### config.mk
export PLATFORM = sky130hd
export DESIGN_NAME = snax_tcdm_bank_arbiter
export DESIGN_NICKNAME = d
export VERILOG_FILES = /design/src/rtl/snax_tcdm_bank_arbiter.sv
export SDC_FILE = /design/constraint.sdc
export NUM_CORES = 1
export LEC_CHECK = 0
export CAP_MARGIN = 20
export CORE_AREA = 2 2 202 204
export CTS_CLUSTER_DIAMETER = 60
export DETAILED_ROUTE_END_ITERATION = 12
export DIE_AREA = 0 0 204 206
export GPL_ROUTABILITY_DRIVEN = 1
export GPL_TIMING_DRIVEN = 0
export SYNTH_ARGS = -nofsm -noshare
export SYNTH_HDL_FRONTEND = slang
export SYNTH_SLANG_ARGS = --single-unit
### constraint.sdc
create_clock -name clk_i -period 5.25 [get_ports clk_i]
set_input_delay 1.05 -clock clk_i [delete_from_list [all_inputs] [get_ports clk_i]]
set_output_delay 1.05 -clock clk_i [all_outputs]
set_load 0.01 [all_outputs]
### src/rtl/snax_tcdm_bank_arbiter.sv
// Round-robin arbiter that shares one TCDM bank between write-only and read-only
// requesters and routes in-order read responses back through an ID FIFO.
module snax_tcdm_bank_arbiter #(
  parameter int unsigned NumWr          = 2,
  parameter int unsigned NumRd          = 2,
  parameter int unsigned AddrWidth      = 32,
  parameter int unsigned DataWidth      = 64,
  parameter int unsigned MaxOutstanding = 2,
  localparam int unsigned StrbWidth     = DataWidth / 8
) (
  input  logic                           clk_i,
  input  logic                           rst_ni,
  input  logic [NumWr-1:0]               wr_valid_i,
  output logic [NumWr-1:0]               wr_ready_o,
  input  logic [NumWr*AddrWidth-1:0]     wr_addr_i,
  input  logic [NumWr*DataWidth-1:0]     wr_data_i,
  input  logic [NumWr*StrbWidth-1:0]     wr_strb_i,
  input  logic [NumRd-1:0]               rd_valid_i,
  output logic [NumRd-1:0]               rd_ready_o,
  input  logic [NumRd*AddrWidth-1:0]     rd_addr_i,
  output logic [NumRd-1:0]               rd_rsp_valid_o,
  output logic [DataWidth-1:0]           rd_rsp_data_o,
  output logic                           mem_req_o,
  input  logic                           mem_gnt_i,
  output logic                           mem_we_o,
  output logic [AddrWidth-1:0]           mem_addr_o,
  output logic [DataWidth-1:0]           mem_wdata_o,
  output logic [StrbWidth-1:0]           mem_be_o,
  input  logic                           mem_rvalid_i,
  input  logic [DataWidth-1:0]           mem_rdata_i,
  output logic                           err_o
);

  localparam int          N      = int'(NumWr + NumRd);
  localparam int unsigned IdxW   = $clog2(N);
  localparam int unsigned RdIdxW = (NumRd > 1) ? $clog2(NumRd) : 1;
  localparam int unsigned PtrW   = (MaxOutstanding > 1) ? $clog2(MaxOutstanding) : 1;
  localparam int unsigned CntW   = $clog2(MaxOutstanding + 1);

  logic [N-1:0]      valid_all, eligible;
  logic [IdxW-1:0]   ptr_q, lock_idx_q, sel_idx, cur_idx;
  logic              lock_q, sel_found, lock_hold, lock_drop, req, hs, is_rd;
  logic [RdIdxW-1:0] fifo_q [MaxOutstanding];
  logic [RdIdxW-1:0] head;
  logic [PtrW-1:0]   fifo_wr_q, fifo_rd_q;
  logic [CntW-1:0]   cnt_q;
  logic              push, pop, err_q;

  assign valid_all = {rd_valid_i, wr_valid_i};

  // Reads are throttled by free ID FIFO slots; writes never are.
  for (genvar g = 0; g < N; g++) begin : g_elig
    if (g < NumWr) begin : g_wr
      assign eligible[g] = valid_all[g];
    end else begin : g_rd
      assign eligible[g] = valid_all[g] && (cnt_q < CntW'(MaxOutstanding));
    end
  end

  always_comb begin
    int cand;
    // NOTE: every combinational output gets a default before any branch so no latch is inferred.
    sel_found = 1'b0;
    sel_idx   = '0;
    cand      = 0;
    for (int off = 0; off < N; off++) begin
      cand = (int'(ptr_q) + off) % N;
      if (!sel_found && eligible[IdxW'(cand)]) begin
        sel_found = 1'b1;
        sel_idx   = IdxW'(cand);
      end
    end
  end

  // A stalled request stays locked; a locked requester that lets go is an error.
  assign lock_hold = lock_q && valid_all[lock_idx_q];
  assign lock_drop = lock_q && !valid_all[lock_idx_q];
  assign cur_idx   = lock_hold ? lock_idx_q : sel_idx;
  assign req       = rst_ni && (lock_hold || sel_found);
  assign hs        = req && mem_gnt_i;
  assign is_rd     = (cur_idx >= IdxW'(NumWr));

  always_comb begin
    mem_addr_o  = '0;
    mem_wdata_o = '0;
    mem_be_o    = '0;
    wr_ready_o  = '0;
    rd_ready_o  = '0;
    for (int i = 0; i < NumWr; i++) begin
      if (cur_idx == IdxW'(i)) begin
        mem_addr_o    = wr_addr_i[i*AddrWidth +: AddrWidth];
        mem_wdata_o   = wr_data_i[i*DataWidth +: DataWidth];
        mem_be_o      = wr_strb_i[i*StrbWidth +: StrbWidth];
        wr_ready_o[i] = hs;
      end
    end
    for (int j = 0; j < NumRd; j++) begin
      if (cur_idx == IdxW'(NumWr + j)) begin
        mem_addr_o    = rd_addr_i[j*AddrWidth +: AddrWidth];
        mem_be_o      = '1;
        rd_ready_o[j] = hs;
      end
    end
  end

  assign mem_req_o = req;
  assign mem_we_o  = !is_rd;

  assign push = hs && is_rd;
  assign pop  = mem_rvalid_i && (cnt_q != '0);
  assign head = fifo_q[fifo_rd_q];

  always_comb begin
    rd_rsp_valid_o = '0;
    for (int j = 0; j < NumRd; j++) begin
      if (pop && head == RdIdxW'(j)) rd_rsp_valid_o[j] = 1'b1;
    end
  end

  assign rd_rsp_data_o = mem_rdata_i;
  assign err_o         = err_q;

  function automatic logic [PtrW-1:0] ptr_inc(input logic [PtrW-1:0] p);
    return (p == PtrW'(MaxOutstanding - 1)) ? '0 : p + 1'b1;
  endfunction

  always_ff @(posedge clk_i or negedge rst_ni) begin
    if (!rst_ni) begin
      ptr_q      <= '0;
      lock_q     <= 1'b0;
      lock_idx_q <= '0;
      fifo_wr_q  <= '0;
      fifo_rd_q  <= '0;
      cnt_q      <= '0;
      err_q      <= 1'b0;
    end else begin
      if (hs) begin
        ptr_q  <= (cur_idx == IdxW'(N - 1)) ? '0 : cur_idx + 1'b1;
        lock_q <= 1'b0;
      end else begin
        lock_q     <= req;
        lock_idx_q <= cur_idx;
      end
      if (push) fifo_wr_q <= ptr_inc(fifo_wr_q);
      if (pop)  fifo_rd_q <= ptr_inc(fifo_rd_q);
      if (push && !pop)      cnt_q <= cnt_q + 1'b1;
      else if (pop && !push) cnt_q <= cnt_q - 1'b1;
      if (lock_drop || (mem_rvalid_i && cnt_q == '0)) err_q <= 1'b1;
    end
  end

  // NOTE: ID storage has no reset; the pointers and count alone define which entries are live.
  always_ff @(posedge clk_i) begin
    if (push) fifo_q[fifo_wr_q] <= RdIdxW'(cur_idx - IdxW'(NumWr));
  end

endmodule

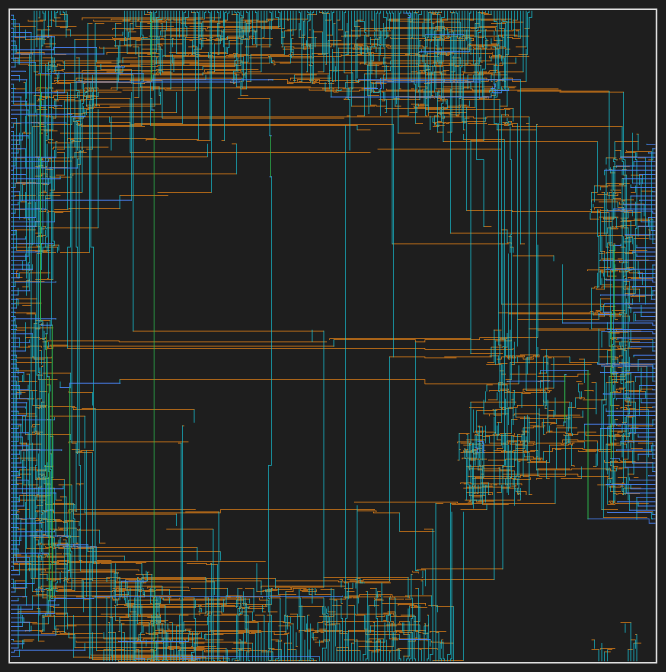
*Wiring by layer*
met3 -> blue  # wire length 2230 um
met1 -> orange  # wire length 11800 um
met4 -> green  # wire length 685 um
met2 -> cyan  # wire length 14400 um
drt total wl: 29100 um
via count: 6038
Routed WL per cell: 18.1 um
gr usage total: 0.126

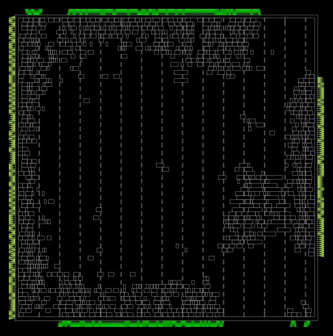
*Cell outlines without signal wires*
Final Util: 0.230
# rows: 74
Filler Cell Count: 4537
sequential share of cell area: 0.0335

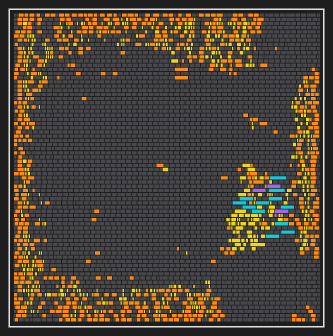
*Placed cells, one color a class*
Fill, decap, tap and diode cells in gray.
flip-flops -> cyan  # cells 12, share of their area 3.6%
other buffers and delay cells -> orange  # cells 580, share of their area 66%
clock drivers and dummy loads -> purple  # cells 4, share of their area 0.92%
all other logic -> yellow  # cells 485, share of their area 30%
post-route cell area: 9260 sq um
core box area: 40200 sq um

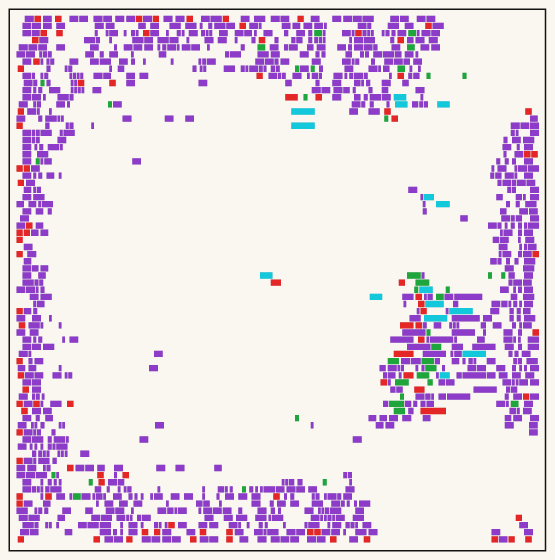
*Cell sizes after repair*
drive 2 -> green  # cells 39, share 3.6%
drive 1 or less -> purple  # cells 935, share 86%
drive 6 and up -> cyan  # cells 15, share 1.4%
drive 3 to 4 -> red  # cells 92, share 8.5%

==> placed cells by master, fill, tap and decap left out, types with 4 or more instances in the layout <==
cell,Yosys,final
a21oi_1,70,66
a21oi_2,0,4
and2_1,4,4
buf_2,3,6
buf_4,64,77
clkbuf_1,38,8
clkbuf_16,0,5
clkbuf_2,0,14
clkbuf_4,0,8
clkbuf_8,0,5
clkdlybuf4s50_1,0,351
dfrtp_1,10,10
dlygate4sd2_1,0,34
dlymetal6s2s_1,0,68
inv_1,9,9
mux2i_1,6,4
nand2_1,205,205
nand2b_1,4,4
nand3b_1,30,30
nor2_1,13,12
o211ai_1,7,7
o21ai_0,94,86
o21ai_1,0,5
o21ai_2,1,4
xnor2_1,4,4
==> worst paths after layout <==
check,from,end,slack (ns),depth (start not counted)
hold reg to reg,fifo_rd_q$_DFFE_PN0P_,fifo_rd_q$_DFFE_PN0P_,0.49,1
max in group asynchronous,rst_ni,fifo_rd_q$_DFFE_PN0P_,3.74,1
min in group asynchronous,rst_ni,lock_q$_DFF_PN0_,1.16,1
setup reg to reg,ptr_q[0]$_DFFE_PN0N_,cnt_q[1]$_DFFE_PN0P_,2.16,14
setup / recovery,wr_valid_i[1],mem_be_o[7],0.12,13
hold / removal,fifo_rd_q$_DFFE_PN0P_,fifo_rd_q$_DFFE_PN0P_,0.49,1
==> what timing repair did <==
item / CTS / global route
endpoints found under the setup margin: 109 / 76
pin swaps: 3 / 2
buffers inserted: 3 / 3
gates resized: 130 / 96
cloned: 0 / 0
==> logic make-up after synthesis <==
kind of cell               Yosys count  share of synthesized area
buffers and inverters              125                      0.208
muxes                                9                     0.0282
adders and majority gates            5                     0.0181
and+or+nand+nor                    269                      0.347
DFF                                 12                     0.0897
AOI/OAI and AO/OA                  188                      0.296
xor gates and xnor gates             5                     0.0127
==> power by group <==
group          switching [W]  total [W]  internal, W
clock              0.0000388   0.000139     0.000100
combinational        0.00298    0.00535      0.00236
sequential         0.0000376   0.000172     0.000134
==> state kept, by name, indices dropped and copies added (netlist names) <==
signal	cells
cnt_q	2
fifo_q	2
lock_idx_q	2
ptr_q	2
err_o	1
fifo_rd_q	1
fifo_wr_q	1
lock_q	1
==> routing by layer <==
metal,part of all wire,GRT usage,vias up
li1,-,-,2932
met1,0.41,0.157,2761
met2,0.49,0.224,320
met3,0.077,0.0222,25
met4,0.024,0.0311,0
met5,0,0,-
==> final cells by class <==
| cell class | count | area [sq um] | share of cell area |
|---|---|---|---|
| tap | 532 | 666 | 0.0719 |
| clock buffer | 3 | 75.1 | 0.00811 |
| clock inverter | 1 | 3.75 | 0.000405 |
| inverter | 9 | 33.8 | 0.00365 |
| buffer | 116 | 880 | 0.0950 |
| timing repair buffer | 464 | 4760 | 0.514 |
| sequential | 12 | 310 | 0.0335 |
| antenna | 1 | 2.50 | 0.000270 |
| multi-input combinational | 476 | 2530 | 0.273 |
==> stage by stage <==
stage	total power [W]	util	setup TNS (ns)	setup slack (ns)
global placement	0.00546	0.216	-177.81	-2.01
CTS	0.00582	0.225	0	0.00483
floorplan	0.00243	-	0	0.715
global route	0.00613	0.230	0	0.00688
detailed placement	0.00549	0.217	-194.66	-2.19
finish	0.00566	0.230	0	0.118
==> out/results.tsv <==
metric	value	unit
top_cell_area_share	0.222	
place_inst	1603	
antenna_found_initial	3	
slew_violations	0	
slowest_stage	clkdlybuf4s50_1	
worst_setup_path_start_kind	input pin	
grt_pass1_wl	38800	um
top_area_cell	nand2_1	
final_layout_size_suffix_gt1_frac	0.135	
outcome	finished, final reports clean	
area_leaders	nand2_1, buf_4, o21ai_0, a21oi_1, dfrtp_1	
cp_num_buf_inv	6	
die_w	204	um
numPortBuffers	456	
crit_path_cell_trace	dlygate4sd2_1 -> and4bb_2 -> buf_4 -> nand4b_1 -> a41oi_4 -> inv_1 -> ha_2 -> buf_12 -> clkbuf_8 -> nor2b_4 -> a22oi_1 -> nand2_1 -> clkdlybuf4s50_1	
grt_max_degree	13	
avgSynthCellArea	5.65	sq um
cts_max_level	1	
drtIter0Drc	343	
hold_path.class	flop to flop	
period_minus_slack	5.13	ns
fin_hold_ws	0.493	ns
clockBufferDepth	2	
hold_viol_final	0	
first_pass_iters	4	
cts_tree	built	
common_cells	nand2_1, o21ai_0, a21oi_1	
path_class	input pin to output pin	
grt_pass1_vias	5977	
cts_buffers	3	
initCoreUtil	0.0861	
warning_count	29	
fmax	195	MHz
place.gp.congestion	0.807	
ctsRootBufferMaster	clkbuf_16	
ys_cells	613	
drc_errors	0	
Power and IR drop assume default switching activity.
